[config.mk]
export PLATFORM = sky130hd
export DESIGN_NAME = irrigation_scheduler_flat
export DESIGN_NICKNAME = d
export VERILOG_FILES = /design/src/rtl/irrigation_scheduler_if.sv /design/src/rtl/irrigation_scheduler.sv /design/src/flat_wrapper.sv
export SDC_FILE = /design/constraint.sdc
export NUM_CORES = 1
export LEC_CHECK = 0
export CELL_PAD_IN_SITES_DETAIL_PLACEMENT = 0
export CELL_PAD_IN_SITES_GLOBAL_PLACEMENT = 1
export CORE_AREA = 2 2 57 59
export DETAILED_ROUTE_END_ITERATION = 16
export DIE_AREA = 0 0 59 61
export GPL_TIMING_DRIVEN = 0
export PLACE_DENSITY = 0.86
export SKIP_LAST_GASP = 1
export SLEW_MARGIN = 20
export SYNTH_ARGS = -nofsm -noshare
export SYNTH_HDL_FRONTEND = slang
export SYNTH_SLANG_ARGS = --single-unit
[constraint.sdc]
create_clock -name clk -period 2.81 [get_ports clk]
set_clock_uncertainty 0.15 [all_clocks]
set_input_delay 0.281 -clock clk [delete_from_list [all_inputs] [get_ports clk]]
set_output_delay 0.281 -clock clk [all_outputs]
set_load 0.05 [all_outputs]
[src/rtl/irrigation_scheduler_if.sv]
// rtl/irrigation_scheduler_if.sv - request/release/grant bundle between requesters and the scheduler
interface irrigation_scheduler_if;
    logic [2:0] req;
    logic [2:0] done;
    logic [2:0] grant;

    modport master (
        output req,
        output done,
        input  grant
    );

    modport slave (
        input  req,
        input  done,
        output grant
    );
endinterface

[src/rtl/irrigation_scheduler.sv]
// rtl/irrigation_scheduler.sv - reservoir outflow time-slot scheduler; macro AGRO_PRIORITY_EN lets agro bypass round-robin
module irrigation_scheduler #(
    parameter int MAX_ON_S       = 30,
    parameter int GAP_S          = 5,
    parameter int FILL_TIMEOUT_S = 60
) (
    input  logic                    clk,
    input  logic                    reset,
    input  logic                    tick,
    irrigation_scheduler_if.slave   bus,
    input  logic [1:0]              nivel,
    input  logic                    erro_nivel,
    output logic                    Ve,
    output logic [2:0]              state,
    output logic [5:0]              seg_restantes,
    output logic                    fault
);

    typedef enum logic [2:0] {
        S_IDLE  = 3'b000,
        S_FILL  = 3'b001,
        S_GRANT = 3'b010,
        S_GAP   = 3'b011,
        S_FAULT = 3'b100
    } state_t;

    state_t     st;
    logic [1:0] rr_ptr;
    logic [2:0] lvl_ok;
    logic [2:0] elig;
    logic       win_any;
    logic [1:0] win_idx;
    logic [2:0] win_oh;
    logic [1:0] c0, c1, c2;
    logic       timer_expire;
    logic       grant_end;

    function automatic logic [1:0] next3(input logic [1:0] x);
        return (x == 2'd2) ? 2'd0 : x + 2'd1;
    endfunction

    assign lvl_ok       = {nivel == 2'b11, nivel[1], nivel != 2'b00};
    assign elig         = bus.req & lvl_ok;
    assign timer_expire = tick && (seg_restantes == 6'd1);
    // the holder is whoever owns the grant bit, so non-holder done bits fall out naturally
    assign grant_end    = |(bus.grant & (bus.done | ~bus.req | ~lvl_ok));
    assign state        = st;

    always_comb begin
        c0      = next3(rr_ptr);
        c1      = next3(c0);
        c2      = next3(c1);
        win_any = |elig;
        win_idx = 2'd0;
        if (elig[c2]) win_idx = c2;
        if (elig[c1]) win_idx = c1;
        if (elig[c0]) win_idx = c0;
`ifdef AGRO_PRIORITY_EN
        if (elig[2]) win_idx = 2'd2;
`endif
        win_oh = 3'b001 << win_idx;
    end

    always_ff @(posedge clk or posedge reset) begin
        if (reset) begin
            st            <= S_IDLE;
            bus.grant     <= 3'b000;
            Ve            <= 1'b0;
            seg_restantes <= 6'd0;
            fault         <= 1'b0;
            rr_ptr        <= 2'd2;
        end else begin
            case (st)
                S_IDLE: begin
                    if (erro_nivel) begin
                        st            <= S_FAULT;
                        bus.grant     <= 3'b000;
                        Ve            <= 1'b0;
                        seg_restantes <= 6'd0;
                        fault         <= 1'b1;
                    end else if (win_any) begin
                        st            <= S_GRANT;
                        bus.grant     <= win_oh;
                        Ve            <= 1'b0;
                        seg_restantes <= 6'(MAX_ON_S);
`ifdef AGRO_PRIORITY_EN
                        if (!elig[2]) rr_ptr <= win_idx;
`else
                        rr_ptr        <= win_idx;
`endif
                    end else if (|bus.req) begin
                        st            <= S_FILL;
                        bus.grant     <= 3'b000;
                        Ve            <= 1'b1;
                        seg_restantes <= 6'(FILL_TIMEOUT_S);
                    end else begin
                        bus.grant     <= 3'b000;
                        Ve            <= 1'b0;
                        seg_restantes <= 6'd0;
                    end
                end

                S_FILL: begin
                    if (erro_nivel || timer_expire && nivel != 2'b11) begin
                        st            <= S_FAULT;
                        bus.grant     <= 3'b000;
                        Ve            <= 1'b0;
                        seg_restantes <= 6'd0;
                        fault         <= 1'b1;
                    end else if (nivel == 2'b11 || bus.req == 3'b000) begin
                        st            <= S_IDLE;
                        Ve            <= 1'b0;
                        seg_restantes <= 6'd0;
                    end else if (tick) begin
                        seg_restantes <= seg_restantes - 6'd1;
                    end
                end

                S_GRANT: begin
                    if (erro_nivel) begin
                        st            <= S_FAULT;
                        bus.grant     <= 3'b000;
                        Ve            <= 1'b0;
                        seg_restantes <= 6'd0;
                        fault         <= 1'b1;
                    end else if (grant_end || timer_expire) begin
                        st            <= S_GAP;
                        bus.grant     <= 3'b000;
                        seg_restantes <= 6'(GAP_S);
                    end else if (tick) begin
                        seg_restantes <= seg_restantes - 6'd1;
                    end
                end

                S_GAP: begin
                    if (erro_nivel) begin
                        st            <= S_FAULT;
                        bus.grant     <= 3'b000;
                        Ve            <= 1'b0;
                        seg_restantes <= 6'd0;
                        fault         <= 1'b1;
                    end else if (timer_expire) begin
                        st            <= S_IDLE;
                        seg_restantes <= 6'd0;
                    end else if (tick) begin
                        seg_restantes <= seg_restantes - 6'd1;
                    end
                end

                S_FAULT: begin
                    bus.grant     <= 3'b000;
                    Ve            <= 1'b0;
                    seg_restantes <= 6'd0;
                    fault         <= 1'b1;
                end

                default: begin
                    st            <= S_IDLE;
                    bus.grant     <= 3'b000;
                    Ve            <= 1'b0;
                    seg_restantes <= 6'd0;
                end
            endcase
        end
    end

endmodule
[src/flat_wrapper.sv]
// flat-port wrapper written by rule: the top's interface ports become plain ports
module irrigation_scheduler_flat 
#(
    parameter int MAX_ON_S       = 30,
    parameter int GAP_S          = 5,
    parameter int FILL_TIMEOUT_S = 60
)
  (clk, reset, tick, nivel, erro_nivel, Ve, state, seg_restantes, fault, bus_req, bus_done, bus_grant);
  irrigation_scheduler_if bus_i ();
  input  logic clk;
  input  logic reset;
  input  logic tick;
  input  logic [1:0] nivel;
  input  logic erro_nivel;
  output logic Ve;
  output logic [2:0] state;
  output logic [5:0] seg_restantes;
  output logic fault;
  input wire logic [$bits(bus_i.req)-1:0] bus_req;
  input wire logic [$bits(bus_i.done)-1:0] bus_done;
  output wire logic [$bits(bus_i.grant)-1:0] bus_grant;
  assign bus_i.req = bus_req;
  assign bus_i.done = bus_done;
  assign bus_grant = bus_i.grant;
  irrigation_scheduler #(.MAX_ON_S(MAX_ON_S), .GAP_S(GAP_S), .FILL_TIMEOUT_S(FILL_TIMEOUT_S)) u_core (.clk(clk), .reset(reset), .tick(tick), .bus(bus_i), .nivel(nivel), .erro_nivel(erro_nivel), .Ve(Ve), .state(state), .seg_restantes(seg_restantes), .fault(fault));
endmodule
==> run notes <==
Status on the layout run. Clock network power for this build is 0.156 mW. A synthesized cell averages just under 10 um2. After global routing, the most crowded layer is met2. Total power for the finished layout comes to 1.01 mW. The layout summary lists the proportion of cells stronger than drive strength 1 as 16.6%. Number of warning messages in the yosys log landed at 0. The flow ran to the end, and the final reports show no timing, DRC or antenna violations. Looking at the power breakdown, sequential logic takes 34.5% of the total. First-pass GRT wire length landed at 4250 um.

Number of distinct library cells after synthesis landed at 49. Clock network latency to the later pin of the worst-skew pair landed at 0.29 ns. Sequential elements use 35.4% of the synthesized area. Share of flip-flops with an asynchronous set or reset landed at 100%. Largest net degree at the start of global routing landed at 17. Die boundary width landed at roughly 59 um.

Number of maximum-capacitance constraint violations landed at 0. The timing report notes that buffer and inverter cells on the critical path total 1. Listed in order, past its start point the critical path passes clkdlybuf4s50_1. Number of flops mapped to enable cells by yosys landed at 0.

STA classifies the critical path startpoint as a flip-flop. The final timing report gives a worst setup slack of 0.694 ns. In this run the tools logged warnings totalling 27. Hold slack landed at 0.182 ns. The floorplan step set the die height to 61 um. Per-cell routed wire length landed at 14.4 um. After synthesis, the largest area contributor takes up 33.1% of total cell area.

Data required time at the worst endpoint landed at 2.38 ns. In the finished layout, the clock tree contains a buffer count of 4. Core utilization at floorplan landed at between 30% and 40%. The analysis attributes to net switching a power of 0.450 mW. Clock-pin slew was measured on the worst setup and hold paths at 0.10 ns.

In the power breakdown, the biggest contributor is combinational logic. The final timing summary puts the cycle share of the worst path at 75.3%. Clock period minus worst slack landed at approximately 2.1 ns.

In the hold report, the worst path ends at u_core.rr_ptr[0]$_DFFE_PP0P_. The layout report lists the multi-input gate area as ~680 um2. Signal nets in the final route climb as high as met4. Register area landed at 402 um2. Global-route usage over all layers landed at roughly 16%. sky130_fd_sc_hd__nand2_1 is the most common cell in the netlist. The main area contributors are sky130_fd_sc_hd__dfrtp_1 (33%), sky130_fd_sc_hd__nand2_1 (5.3%), sky130_fd_sc_hd__inv_1 (2.6%).

Routed length on met3 landed at 87 um. Worst-case reg-to-reg path depth landed at 6. Power attributed to combinational cells landed at between 0.5 and 0.6 mW. Routed length on met1 landed at 1200 um.

TritonRoute reported its final design rule violation total as 0. The internal portion of the total power is 0.564 mW. Placement-stage cell area landed at roughly 1400 um2.

Final HPWL from detailed placement landed at 2030 um. Arrival time reported for the critical path endpoint landed at ~1.7 ns. Measured slew at the worst slew-check pin landed at 0.611 ns.
-- layout by cell type (no fill, tap or decap), drive strengths merged, types with 5 or more instances in the layout --
| master | count |
|---|---|
| clkdlybuf4s50 | 24 |
| nand2 | 17 |
| dfrtp | 15 |
| a31oi | 5 |
| inv | 8 |
| buf | 5 |
| o21ai | 5 |
-- kinds of logic (layout without fill, tap and decap cells) --
group,after synthesis,count (layout),share of synthesized area (%)
fa+ha+maj,2,2,2.20
xor+xnor,5,5,3.86
compound gates,38,38,28.0
flops,16,16,35.4
buf+inv,13,41,5.07
simple gates,43,43,25.5
-- sequential cells by signal, indices dropped and copies added, names as in the netlist --
| name | cells |
|---|---|
| u_core.Ve | 1 |
| u_core.bus.grant | 3 |
| u_core.fault | 1 |
| u_core.rr_ptr | 2 |
| u_core.seg_restantes | 6 |
| u_core.state | 3 |
### Cell density map

Drawn at 6 px/um. 6 x 6 tiles, from dark blue (low) to red (high), 0 to 100% covered.
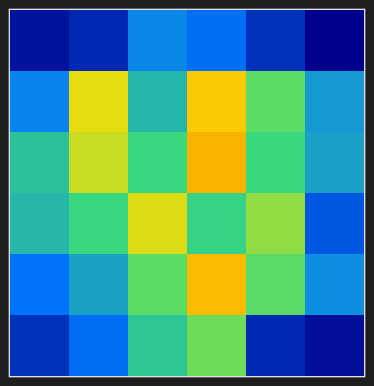
2.8% of the tiles are nearly empty. The mean over all tiles is 39%. 8.3% of the tiles are over 75% full. The fullest tile reaches 80%.
utilization of the core after routing: 49.2%
Core ar.: 2950 um2

### Signal wires on met1

Drawn at 8 px/um. Supply wires on this layer in gray.
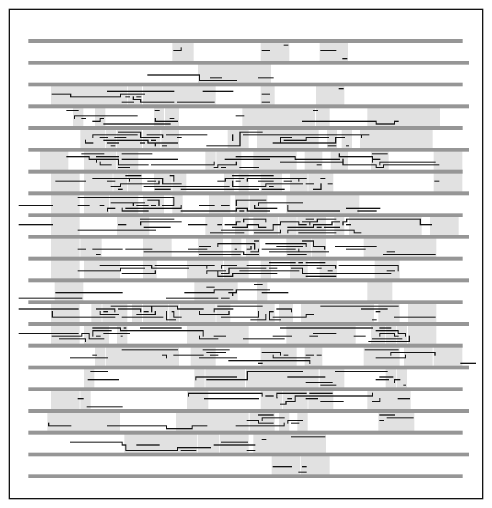
The wires run mostly horizontal. The layer holds 47% of the routed length.
vias: 1,014
met1 usage: 20.7%
Post-Route WL: 2560 um

### Placed standard cells

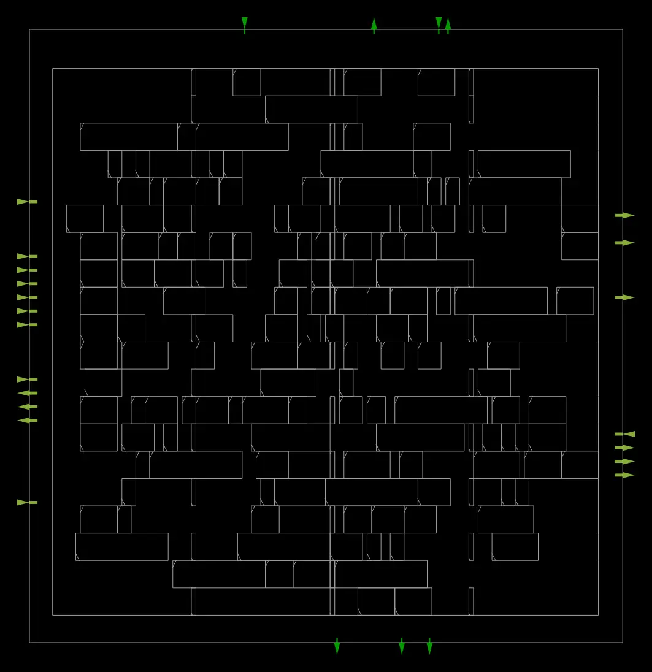
flop share of the area: 27.6%
number of sequential storage elements: 16
number of placement rows: 20
fill cell instance count of the final layout: 304
Final Non-Filler Cells: 178

### Cell classes on the final placement

Drawn at 6 px/um.
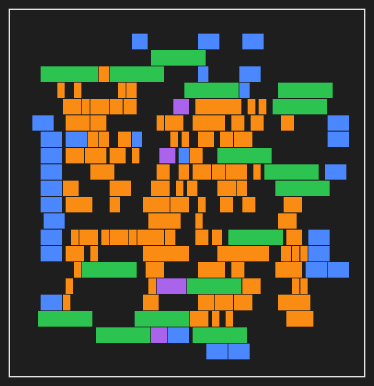
clock drivers and dummy loads: marked purple, cells 4. remaining logic cells: marked orange, cells 96. sequential cells: marked green, cells 16. remaining buffers and delay cells: marked blue, cells 29.
area of all placed cells without fillers: 1450 um2

### Nets reached from selected ports

Drawn at 4 px/um.
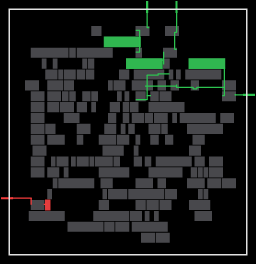
state: marked green, bits 3, direction output, end cells 3, buffers 3, wire 72.5 um. reset: marked red, bits 1, direction input, end cells 1, buffers 1, wire 7.00 um.
number of top-level pins: 26
number of buffers added on ports: 24

Power figures rest on the tool's default switching activity, not on a simulated workload.
